### config.mk
export PLATFORM = sky130hd
export DESIGN_NAME = pe_frame_loader
export DESIGN_NICKNAME = d
export VERILOG_FILES = /design/src/rtl/pe_frame_loader.sv
export SDC_FILE = /design/constraint.sdc
export NUM_CORES = 2
export LEC_CHECK = 0
export CORE_AREA = 2 2 371 741
export DETAILED_ROUTE_END_ITERATION = 10
export DIE_AREA = 0 0 373 743
export PLACE_DENSITY_LB_ADDON = 0.1
export SETUP_SLACK_MARGIN = 0.5
export SYNTH_ARGS = -nofsm -noshare
export SYNTH_HDL_FRONTEND = slang
export SYNTH_SLANG_ARGS = --single-unit
### constraint.sdc
create_clock -name clk -period 3 [get_ports clk]
set_clock_uncertainty 0.05 [all_clocks]
set_input_delay 0.6 -clock clk [delete_from_list [all_inputs] [get_ports clk]]
set_output_delay 0.6 -clock clk [all_outputs]
set_load 0.01 [all_outputs]
### src/rtl/pe_frame_loader.sv
// Frame loader for one PE: collects stream words into a ping-pong buffer, bursts each full
// frame into the PE load port, then waits for the PE to return the frame's outputs.
module pe_frame_loader #(
  parameter int unsigned DW        = 32,
  parameter int unsigned LOAD_NUM  = 32,
  parameter int unsigned OUT_WORDS = 16,
  parameter int unsigned AW        = $clog2(LOAD_NUM)
) (
  input  logic          clk,
  input  logic          rst_n,
  input  logic          s_valid,
  input  logic [DW-1:0] s_data,
  output logic          s_ready,
  output logic          din_pe_v,
  output logic [DW-1:0] din_pe,
  input  logic          dout_pe_v,
  output logic          frame_done,
  output logic          busy,
  output logic [15:0]   frame_cnt,
  output logic          err_unexp
);

  localparam int unsigned   OCW       = (OUT_WORDS > 1) ? $clog2(OUT_WORDS) : 1;
  localparam logic [AW-1:0]  LAST_ADDR = AW'(LOAD_NUM - 1);
  localparam logic [OCW-1:0] LAST_OUT  = OCW'(OUT_WORDS - 1);

  typedef enum logic [1:0] {
    ST_IDLE,
    ST_BURST,
    ST_WAIT_DONE
  } state_t;

  state_t         state, state_n;
  logic [1:0]     full, full_n;
  logic           wb, rb;
  logic [AW-1:0]  waddr, raddr, raddr_n;
  logic [OCW-1:0] ocnt, ocnt_n;
  logic [DW-1:0]  mem [2][LOAD_NUM];

  logic wr_fire_c, wr_last_c;
  logic rd_en_c, rd_last_c, done_c, unexp_c;

  // Write side: a bank accepts words only while it is not full.
  assign s_ready   = ~full[wb];
  assign wr_fire_c = s_valid & s_ready;
  assign wr_last_c = wr_fire_c & (waddr == LAST_ADDR);

  // Bank storage is intentionally not reset.
  always_ff @(posedge clk) begin
    if (wr_fire_c) mem[wb][waddr] <= s_data;
  end

  // Read FSM next-state and control decode.
  always_comb begin
    state_n   = state;
    raddr_n   = raddr;
    ocnt_n    = ocnt;
    rd_en_c   = 1'b0;
    rd_last_c = 1'b0;
    done_c    = 1'b0;
    unexp_c   = 1'b0;
    case (state)
      ST_IDLE: begin
        unexp_c = dout_pe_v;
        if (full[rb]) begin
          state_n = ST_BURST;
          raddr_n = '0;
        end
      end
      ST_BURST: begin
        unexp_c = dout_pe_v;
        rd_en_c = 1'b1;
        raddr_n = raddr + AW'(1);
        if (raddr == LAST_ADDR) begin
          rd_last_c = 1'b1;
          raddr_n   = '0;
          ocnt_n    = '0;
          state_n   = ST_WAIT_DONE;
        end
      end
      ST_WAIT_DONE: begin
        if (dout_pe_v) begin
          if (ocnt == LAST_OUT) begin
            done_c  = 1'b1;
            ocnt_n  = '0;
            state_n = ST_IDLE;
          end else begin
            ocnt_n = ocnt + OCW'(1);
          end
        end
      end
      default: state_n = ST_IDLE;
    endcase
  end

  // Fill and drain always touch different banks, so both updates can land together.
  always_comb begin
    full_n = full;
    if (rd_last_c) full_n[rb] = 1'b0;
    if (wr_last_c) full_n[wb] = 1'b1;
  end

  // State, pointers and registered outputs.
  always_ff @(posedge clk or negedge rst_n) begin
    if (!rst_n) begin
      state      <= ST_IDLE;
      full       <= '0;
      wb         <= 1'b0;
      rb         <= 1'b0;
      waddr      <= '0;
      raddr      <= '0;
      ocnt       <= '0;
      din_pe_v   <= 1'b0;
      din_pe     <= '0;
      frame_done <= 1'b0;
      busy       <= 1'b0;
      frame_cnt  <= '0;
      err_unexp  <= 1'b0;
    end else begin
      state <= state_n;
      full  <= full_n;
      raddr <= raddr_n;
      ocnt  <= ocnt_n;
      if (wr_fire_c) waddr <= wr_last_c ? '0 : waddr + AW'(1);
      if (wr_last_c) wb <= ~wb;
      if (rd_last_c) rb <= ~rb;
      din_pe_v   <= rd_en_c;
      din_pe     <= rd_en_c ? mem[rb][raddr] : '0;
      frame_done <= done_c;
      busy       <= (state_n != ST_IDLE);
      if (done_c)  frame_cnt <= frame_cnt + 16'd1;
      if (unexp_c) err_unexp <= 1'b1;
    end
  end

endmodule

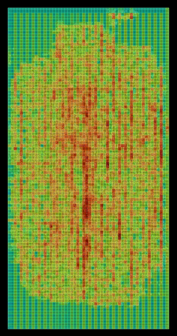
Figure 1: congestion heat map.
GRT Max-Usage Layer: met2
final core occ: 37.1%
Tot GR Track Use: 19.2%

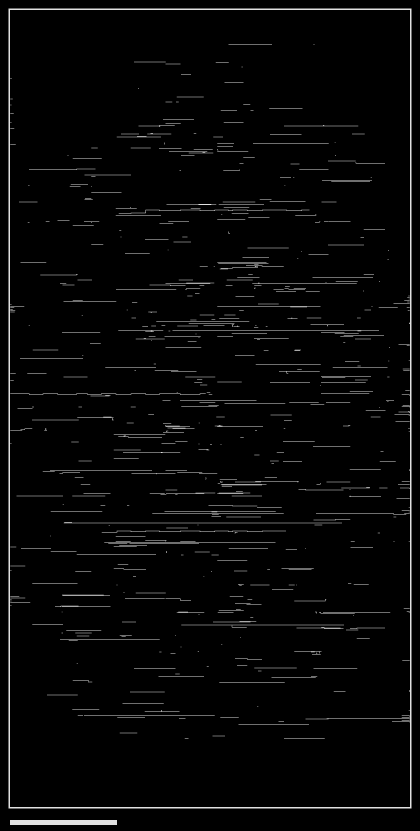
Figure 2: M3 wires.
Bar = 100 µm.
longest straight run: 259 µm
share of all routed wire: 4.1%

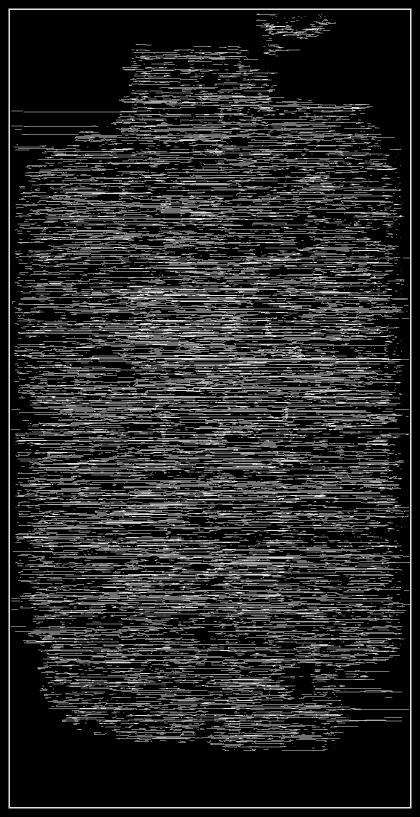
Figure 3: the metal 1 layer.
wire length on this layer: 114 mm
longest straight run: 115 µm
share of all routed wire: 42%
nets with wire on the layer: 4083

==> run_results.csv <==
group,metric,value,unit
status,status,"finished with violations",
status,failed_checks,"setup timing",
clock_tree,clk_pin_slew_worst_paths,0.07,ns
synthesis,ys_ff,2120,
critical_path,crit_arrival,3.73,ns
placed_design,dp_hpwl,169000,µm
final_layout,layout-drive-gt1-share,39.3,%
route,drtIter0Drc,3731,
critical_path,start_kind,"flop",
route,routed_wl,269000,µm
power_and_ir_drop,switchingPower,27.6,mW
synthesis,area_leaders,"edfxtp_1, mux4_2, dfrtp_1, mux2i_1, mux2_2",
synthesis,postSynthCellCount,3483,
synthesis,simple_gate_share,1.39,%
floorplanning,die_w,373,µm
power_and_ir_drop,p_comb_share,32.0,%
floorplanning,io_pins,89,
synthesis,yosys_area,0.0811,mm²
clock_tree,postCtsHoldBufs,4,
final_timing,max_slew.worst_pin.slew,1.22,ns
final_timing,setup_viol,1,
final_timing,worst_slack,-0.0161,ns
power_and_ir_drop,totalPowerFinal,88.4,mW
critical_path,worstReg2RegEnd,"din_pe[25]",
critical_path,crit_buf_inv,5,
final_timing,timing.fmax,332,MHz
clock_tree,htreeDepth,4,
synthesis,ff_type,"edfxtp_1",
critical_path,rr_startpoint,"rb",
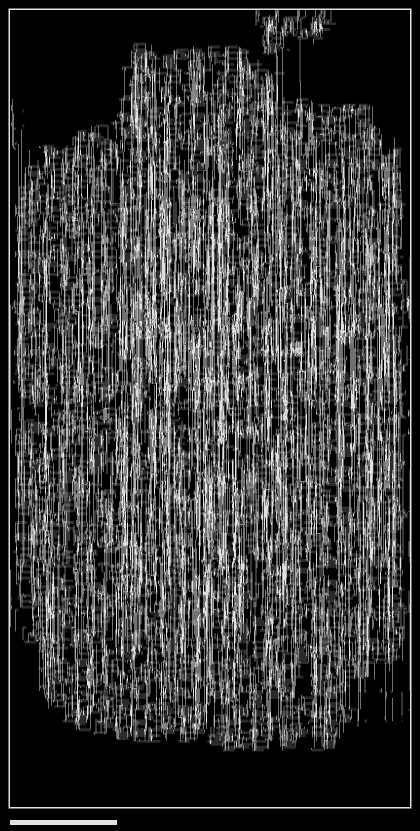
Figure 4: signal wires on met2.
Bar = 100 µm. Cells faint in the background.
longest straight run: 336 µm
share of all routed wire: 51%

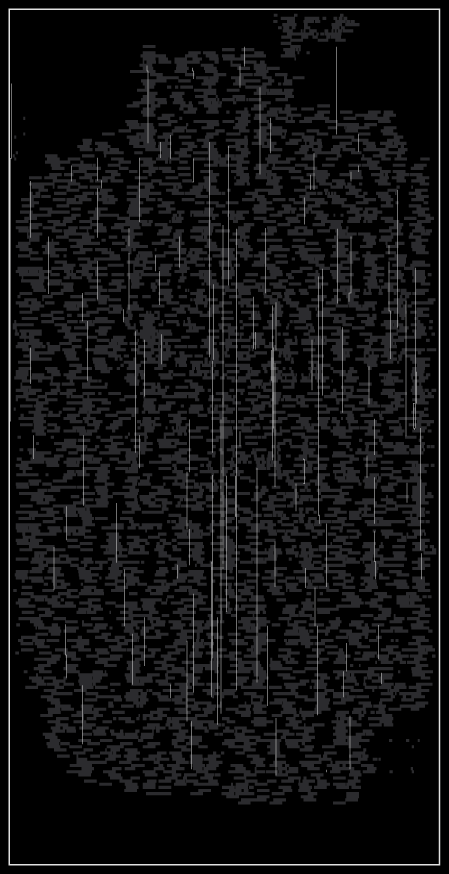
Figure 5: signal wires on met4.
Cells faint in the background.
longest straight run: 401 µm
share of all routed wire: 2.5%
wire length on this layer: 6800 µm
nets with wire on the layer: 55
main direction: vertical

[power by group through the flow]
stage	registers [mW]	logic, mW	clock network [mW]
floorplan	33.8	12.7	0
global placement	34.2	25.6	0
detailed placement	34.2	25.6	0
CTS	33.6	28.3	27.3
global route	33.6	29.6	28.2
finish	33.6	28.3	26.5
[synthesized netlist by cell type, types with 27 or more instances]
| library cell | n |
|---|---|
| buf_2 | 53 |
| a22oi_1 | 39 |
| mux2_2 | 39 |
| nand2_1 | 71 |
| buf_4 | 40 |
| nor2_1 | 96 |
| nand3_1 | 27 |
| dfrtp_1 | 72 |
| mux4_2 | 553 |
| mux2i_1 | 147 |
| clkbuf_1 | 55 |
| edfxtp_1 | 2048 |
[worst max path at each step]
stage	from	cells after the start	slack (ns)	endpoint
global placement	rb	7	-0.49	din_pe[2]
finish	rb	9	-0.02	din_pe[25]
CTS	raddr[1]	5	-0.1	din_pe[4]
detailed placement	rb	6	-0.33	din_pe[23]
global route	rb	9	-0.02	din_pe[25]
floorplan	waddr[3]	4	0.30	mem[1][768]
[registers in the layout, indices dropped and copies added (netlist names), 2 cells and up]
name       cells
frame_cnt     16
raddr          5
waddr          5
ocnt           4
mem         2048
din_pe        32
full           2
state          2
[final cells by class]
cell class / count / area, µm² / area share (%)
Antenna cell: 8 / 20.0 / 0.0199
Clock buffer: 241 / 5350 / 5.30
Clock inverter: 129 / 1370 / 1.36
Inverter: 7 / 26.3 / 0.0261
Multi-Input combinational cell: 1176 / 18100 / 17.9
Sequential cell: 2120 / 63300 / 62.8
Tap cell: 3549 / 4440 / 4.40
Timing Repair Buffer: 665 / 8230 / 8.16
[routing by layer]
layer	share of wire, %	global-route usage, %
met5	0.011	0
met4	2.5	4.93
met3	4.1	2.17
met2	51	33.3
met1	42	25.7
